**config.mk**
```make
export PLATFORM = sky130hd
export DESIGN_NAME = onehot_step_decoder_flat
export DESIGN_NICKNAME = d
export VERILOG_FILES = /design/src/rtl/proc_ctrl_pkg.sv /design/src/rtl/onehot_step_decoder_if.sv /design/src/rtl/onehot_step_decoder_dec.sv /design/src/rtl/onehot_step_decoder.sv /design/src/flat_wrapper.sv
export SDC_FILE = /design/constraint.sdc
export NUM_CORES = 1
export LEC_CHECK = 0
export CORE_MARGIN = 3
export CORE_UTILIZATION = 45
export CTS_CLUSTER_SIZE = 12
export DETAILED_ROUTE_END_ITERATION = 10
export MAX_ROUTING_LAYER = met4
export PLACE_DENSITY = 0.81
export SLEW_MARGIN = 20
export SYNTH_ARGS = -nofsm -noshare
export SYNTH_HDL_FRONTEND = slang
export SYNTH_SLANG_ARGS = --single-unit
```
**constraint.sdc**
```tcl
create_clock -name clk -period 4.4 [get_ports clk]
set_clock_uncertainty 0.2 [all_clocks]
set_input_delay 0.88 -clock clk [delete_from_list [all_inputs] [get_ports clk]]
set_output_delay 0.88 -clock clk [all_outputs]
set_load 0.02 [all_outputs]
```
**src/rtl/proc_ctrl_pkg.sv**
```systemverilog
// rtl/proc_ctrl_pkg.sv - shared types, constants and helpers for the control-step decoder
// Contents: state_t (IDLE/RUN), clog2() helper, default T-state instance sizes.
package proc_ctrl_pkg;

    typedef enum logic {
        IDLE = 1'b0,
        RUN  = 1'b1
    } state_t;

    // Default sizing for the processor T-state generator instance
    localparam int TSTATE_SEL_W   = 3;
    localparam int TSTATE_NUM_OUT = 8;

    // Ceiling log2, usable at elaboration time; clog2(1) == 0
    function automatic int clog2(input int value);
        int r;
        r = 0;
        while ((1 << r) < value) begin
            r = r + 1;
        end
        return r;
    endfunction

endpackage

```
**src/rtl/onehot_step_decoder_if.sv**
```systemverilog
// rtl/onehot_step_decoder_if.sv - control/status bundle of the one-hot step decoder
// Ports: master drives en/clear/load/load_sel/step/cyclic/last_step and
// observes onehot/sel_out/busy/wrap/err; slave is the decoder side.
interface onehot_step_decoder_if #(
    parameter int SEL_W   = 3,
    parameter int NUM_OUT = 8
);
    logic               en;
    logic               clear;
    logic               load;
    logic [SEL_W-1:0]   load_sel;
    logic               step;
    logic               cyclic;
    logic [SEL_W-1:0]   last_step;
    logic [NUM_OUT-1:0] onehot;
    logic [SEL_W-1:0]   sel_out;
    logic               busy;
    logic               wrap;
    logic               err;

    modport master (
        output en, clear, load, load_sel, step, cyclic, last_step,
        input  onehot, sel_out, busy, wrap, err
    );

    modport slave (
        input  en, clear, load, load_sel, step, cyclic, last_step,
        output onehot, sel_out, busy, wrap, err
    );
endinterface

```
**src/rtl/onehot_step_decoder_dec.sv**
```systemverilog
// rtl/onehot_step_decoder_dec.sv - combinational SEL_W-to-NUM_OUT one-hot decoder with enable
// Ports: sel (index), en (0 forces all lines low), lines (one-hot result).
module onehot_dec #(
    parameter int SEL_W   = 3,
    parameter int NUM_OUT = 8
) (
    input  logic [SEL_W-1:0]   sel,
    input  logic               en,
    output logic [NUM_OUT-1:0] lines
);
    always_comb begin
        lines = '0;
        if (en) begin
            for (int i = 0; i < NUM_OUT; i++) begin
                lines[i] = (sel == SEL_W'(i));
            end
        end
    end
endmodule

```
**src/rtl/onehot_step_decoder.sv**
```systemverilog
// rtl/onehot_step_decoder.sv - registered one-hot control-step generator with IDLE/RUN gating
// Ports: clk, rst_n (async active-low), bus (slave side of onehot_step_decoder_if):
// en/clear/load/load_sel/step/cyclic/last_step in; onehot/sel_out/busy/wrap/err out.
module onehot_step_decoder
    import proc_ctrl_pkg::*;
#(
    parameter int SEL_W   = TSTATE_SEL_W,
    parameter int NUM_OUT = TSTATE_NUM_OUT
) (
    input  logic                  clk,
    input  logic                  rst_n,
    onehot_step_decoder_if.slave  bus
);
    generate
        if (NUM_OUT < 2 || clog2(NUM_OUT) > SEL_W) begin : g_bad_num_out
            $error("onehot_step_decoder: NUM_OUT must lie in 2..2**SEL_W");
        end
    endgenerate

    // One extra bit so NUM_OUT == 2**SEL_W still compares correctly
    localparam logic [SEL_W:0]   NUM_OUT_W = (SEL_W+1)'(NUM_OUT);
    localparam logic [SEL_W-1:0] MAX_SEL   = SEL_W'(NUM_OUT - 1);

    state_t               state_q, state_d;
    logic [SEL_W-1:0]     sel_q, sel_d;
    logic [SEL_W-1:0]     eff_last;
    logic                 at_end;
    logic                 wrap_q, wrap_d;
    logic                 err_q, err_d;
    logic [NUM_OUT-1:0]   onehot_q, onehot_d;

    always_comb begin
        eff_last = ({1'b0, bus.last_step} >= NUM_OUT_W) ? MAX_SEL : bus.last_step;
        // A select beyond eff_last runs up to the top line and wraps there,
        // so the index can never leave the decoder's range.
        at_end   = (sel_q == eff_last) || (sel_q == MAX_SEL);
    end

    always_comb begin
        state_d = state_q;
        sel_d   = sel_q;
        wrap_d  = 1'b0;
        err_d   = 1'b0;
        if (bus.clear) begin
            state_d = IDLE;
            sel_d   = '0;
        end else if (bus.en) begin
            if (bus.load) begin
                if ({1'b0, bus.load_sel} < NUM_OUT_W) begin
                    state_d = RUN;
                    sel_d   = bus.load_sel;
                end else begin
                    err_d = 1'b1;
                end
            end else if (bus.step && state_q == RUN) begin
                if (at_end) begin
                    wrap_d  = 1'b1;
                    sel_d   = '0;
                    state_d = bus.cyclic ? RUN : IDLE;
                end else begin
                    sel_d = sel_q + SEL_W'(1);
                end
            end
        end
    end

    // Decode the next value so onehot lands on the same edge as sel_out
    onehot_dec #(
        .SEL_W   (SEL_W),
        .NUM_OUT (NUM_OUT)
    ) u_dec (
        .sel   (sel_d),
        .en    (state_d == RUN),
        .lines (onehot_d)
    );

    always_ff @(posedge clk or negedge rst_n) begin
        if (!rst_n) begin
            state_q  <= IDLE;
            sel_q    <= '0;
            onehot_q <= '0;
            wrap_q   <= 1'b0;
            err_q    <= 1'b0;
        end else begin
            state_q  <= state_d;
            sel_q    <= sel_d;
            onehot_q <= onehot_d;
            wrap_q   <= wrap_d;
            err_q    <= err_d;
        end
    end

    assign bus.onehot  = onehot_q;
    assign bus.sel_out = sel_q;
    assign bus.busy    = (state_q == RUN);
    assign bus.wrap    = wrap_q;
    assign bus.err     = err_q;
endmodule

```
**src/flat_wrapper.sv**
```systemverilog
// flat-port wrapper written by rule: the top's interface ports become plain ports
module onehot_step_decoder_flat import proc_ctrl_pkg::*;
#(
    parameter int SEL_W   = TSTATE_SEL_W,
    parameter int NUM_OUT = TSTATE_NUM_OUT
)
  (clk, rst_n, bus_en, bus_clear, bus_load, bus_load_sel, bus_step, bus_cyclic, bus_last_step, bus_onehot, bus_sel_out, bus_busy, bus_wrap, bus_err);
  onehot_step_decoder_if #(.SEL_W(SEL_W), .NUM_OUT(NUM_OUT)) bus_i ();
  input  logic clk;
  input  logic rst_n;
  input wire logic [$bits(bus_i.en)-1:0] bus_en;
  input wire logic [$bits(bus_i.clear)-1:0] bus_clear;
  input wire logic [$bits(bus_i.load)-1:0] bus_load;
  input wire logic [$bits(bus_i.load_sel)-1:0] bus_load_sel;
  input wire logic [$bits(bus_i.step)-1:0] bus_step;
  input wire logic [$bits(bus_i.cyclic)-1:0] bus_cyclic;
  input wire logic [$bits(bus_i.last_step)-1:0] bus_last_step;
  output wire logic [$bits(bus_i.onehot)-1:0] bus_onehot;
  output wire logic [$bits(bus_i.sel_out)-1:0] bus_sel_out;
  output wire logic [$bits(bus_i.busy)-1:0] bus_busy;
  output wire logic [$bits(bus_i.wrap)-1:0] bus_wrap;
  output wire logic [$bits(bus_i.err)-1:0] bus_err;
  assign bus_i.en = bus_en;
  assign bus_i.clear = bus_clear;
  assign bus_i.load = bus_load;
  assign bus_i.load_sel = bus_load_sel;
  assign bus_i.step = bus_step;
  assign bus_i.cyclic = bus_cyclic;
  assign bus_i.last_step = bus_last_step;
  assign bus_onehot = bus_i.onehot;
  assign bus_sel_out = bus_i.sel_out;
  assign bus_busy = bus_i.busy;
  assign bus_wrap = bus_i.wrap;
  assign bus_err = bus_i.err;
  onehot_step_decoder #(.SEL_W(SEL_W), .NUM_OUT(NUM_OUT)) u_core (.clk(clk), .rst_n(rst_n), .bus(bus_i));
endmodule
```
PDN straps and rails:
The bar under the picture is 10 µm long. Pins as bars on the die edge. Tap cells in gray.
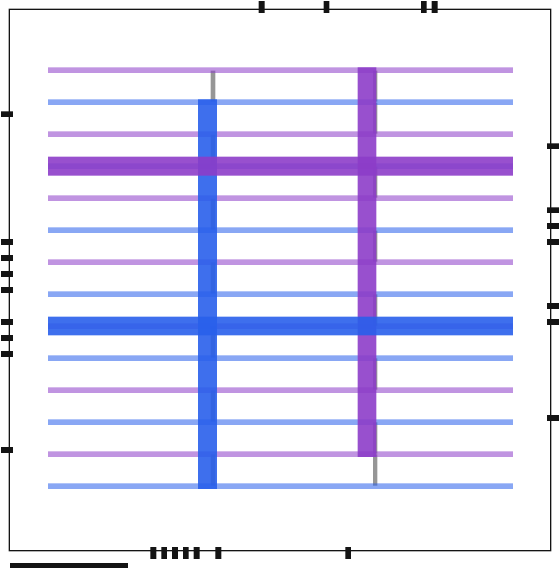
| color | net |
|---|---|
| purple | VDD |
| blue | VSS |
rows: 13
met4 straps: 2

Cell classes on the final placement:
The bar under the picture is 10 µm long.
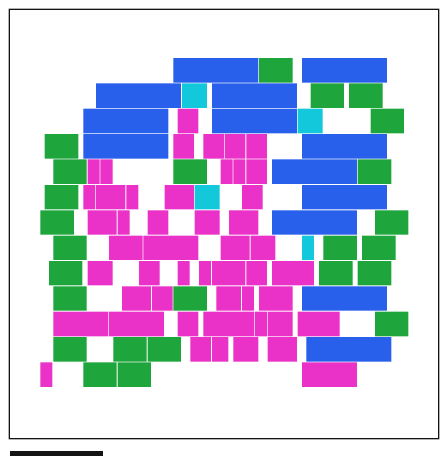
| color | class | cells |
|---|---|---|
| blue | flip-flops | 13 |
| magenta | all other logic | 49 |
| green | other buffers and delay cells | 25 |
| cyan | clock drivers and dummy loads | 4 |

==> metrics.cfg <==
[yosys]
flop_cell=dfrtp_1
syn_nets=79
syn_area_um2=717
yosys.area.top_type_share_pct=45.4
synth_stat.cells=64
synthArstFlopShare_pct=100
ys_sh_adder_pct=3.49
yosys.area_share.aoi_pct=18.3
yosys_area_um2=717
area_leaders=dfrtp_1, nor4_1, xnor2_2
numSynthFlops=13
top_logic_kind=simple AND/OR/NAND/NOR gates
synth_warnings=0
post-synth-top-area-cell=dfrtp_1
simple_gate_share_pct=19.7
yosys.stat.seqShare_pct=45.4
edf_count=0
synth.distinct_cells=30
synth_cells=64
ys_sh_xor_pct=6.81
syn_avg_cell_area_um2=11.2
synth_top_cell_by_count=dfrtp_1

[die]
core-area_mm2=0.00140
die_x_um=45.9
fp_util_pct=51.3
die_h_um=45.9
pin_count=27
rows=13
chipArea_mm2=0.00211

[grt]
grt_max_degree=14
grt_pass1_vias=516
antenna_found_initial=0
use_met2_pct=24.5
grt_usage_pct=16.0
busiest_layer=met2
grt_pass1_wl_mm=2.29
overflow=0
met1_usage_pct=19.5
grtUsageMet3_pct=4.74

[placed_design]
dp_cells=102
dpl-instance-area_um2=967
io_buffers=25
dpl.hpwl_mm=1.24
post-place-ws_ps=1570
gp_congestion=0.826

[worst_setup_path]
path_buffers=2
setup.worst_path.end_class=flip-flop
cp_max_fo=9
cp.required_ps=4350
ff2ff_path_depth=6
cpPeakStageDelay_ps=630
r2r-start=u_core.bus.sel_out[0]
r2r-end=u_core.bus.onehot[0]
worstSetupPathType=input port to flip-flop
cp_top_family=buffers and inverters
cp-startpoint=bus_en
reg2reg_slack_ps=2140
path_cells=clkdlybuf4s50_1, nand2b_1, a21o_1, o21ai_2, inv_2, nor4_1
arrival_ps=2500
slowest_stage=clkdlybuf4s50_1

[cts]
cts.sinks=13
cts_hold_repair.buffers=0
cts.reportedPaths.clkPinSlew_ps=70
cts_max_path_buffers=2
worstSkewPairLatency_ps=260
cts_resized=0
numCtsBuffers=3
cts_tree=built
htree_levels=1
root_buffer=clkbuf_4

[pwr]
power_density_mw_per_mm2=264
leakage_nw=0.437
peakVddDrop_mv=0.212
finalPower_w=0.000262

[detailed_routing]
route.detailed.drc=0
wire_per_inst_um=14.0
wl_mm=1.48
ant_nets=0
viasPerCell=5.67
dr.pass1.iters=4
vias=601
drt_iter0_drc=14

[min_path]
hold_path_class=flip-flop to flip-flop
worstHoldEndpoint=u_core.bus.wrap
whs_path_depth=2
hp-start=u_core.bus.busy

[cells_and_area]
drive_gt1_share_pct=13.2
fin_nets=107
instances_no_fill=106
logic_area_um2=350
fill_cells=119
stdcell_area_um2=993
diodes=0
utilization_pct=71.0

[timing]
period_used_pct=57.9
setup_viol=0
worst_pin_slew_ps=526
finalMaxSlewViolations=0
slew_headroom_pct=64.9
rsz0062_at_grt=false
worst_slack_ps=1850
fin_hold_ws_ps=555
hold_viol_final=0
period_minus_slack_ps=2550
setup_tns_ps=0

[outcome]
status=finished, final reports clean

[job]
maxCapViolCount=0

[power by group]
part / internal (W) / switching, W
logic: 0.0000308 / 0.0000335
registers: 0.000124 / 0.00000631
clock network: 0.0000350 / 0.0000324
total: 0.000190 / 0.0000722
[state kept, by name, summed over array words and instances, names as in the netlist]
name / cells
u_core.bus.wrap: 1
u_core.bus.sel_out: 3
u_core.bus.onehot: 8
u_core.bus.busy: 1
[how the worst max path moves through the flow]
| stage | cells after the start | to | slack [ps] |
|---|---|---|---|
| after floorplan | 6 | u_core.bus.onehot[0] | 2270 |
| after global placement | 5 | u_core.bus.onehot[0] | 1640 |
| after detailed placement | 6 | u_core.bus.onehot[0] | 1570 |
| after CTS | 6 | u_core.bus.onehot[0] | 1850 |
| after global routing | 6 | u_core.bus.onehot[5] | 1760 |
| final | 6 | u_core.bus.onehot[0] | 1850 |
[cells by family (layout without fill, tap and decap cells)]
logic type,after synthesis,after routing
simple gates,23,23
compound gates,14,14
flops,13,13
buf+inv,8,35
xor+xnor,3,3
fa+ha+maj,2,2
other cells,1,1
[cells in the final DEF, fill, tap and decap left out, types with 3 or more instances in the layout]
cell             instances
clkdlybuf4s50_1         25
dfrtp_1                 13
nor4_1                   8
inv_1                    4
xnor2_2                  3
nor2_1                   3
a21o_1                   3
clkbuf_4                 3
[per-layer routing]
metal	wire, µm	vias to the layer above
met5	0	-
met4	10	0
met3	122	2
met2	711	27
met1	640	279
li1	-	293
[worst register-to-register path, delay by kind of cell, from the launching register on]
family	cells	cell delay [ps]
adders and majority gates	2	500
AOI/OAI and AO/OA	1	350
and+or+nand+nor	3	630
DFF	1	480
[area by class of cell]
type	count	area share, %
timing repair buffer	25	25.2
clock buffer	4	2.64
multi-input combinational	43	35.3
inverter	6	2.27
tap	15	1.89
sequential	13	32.7
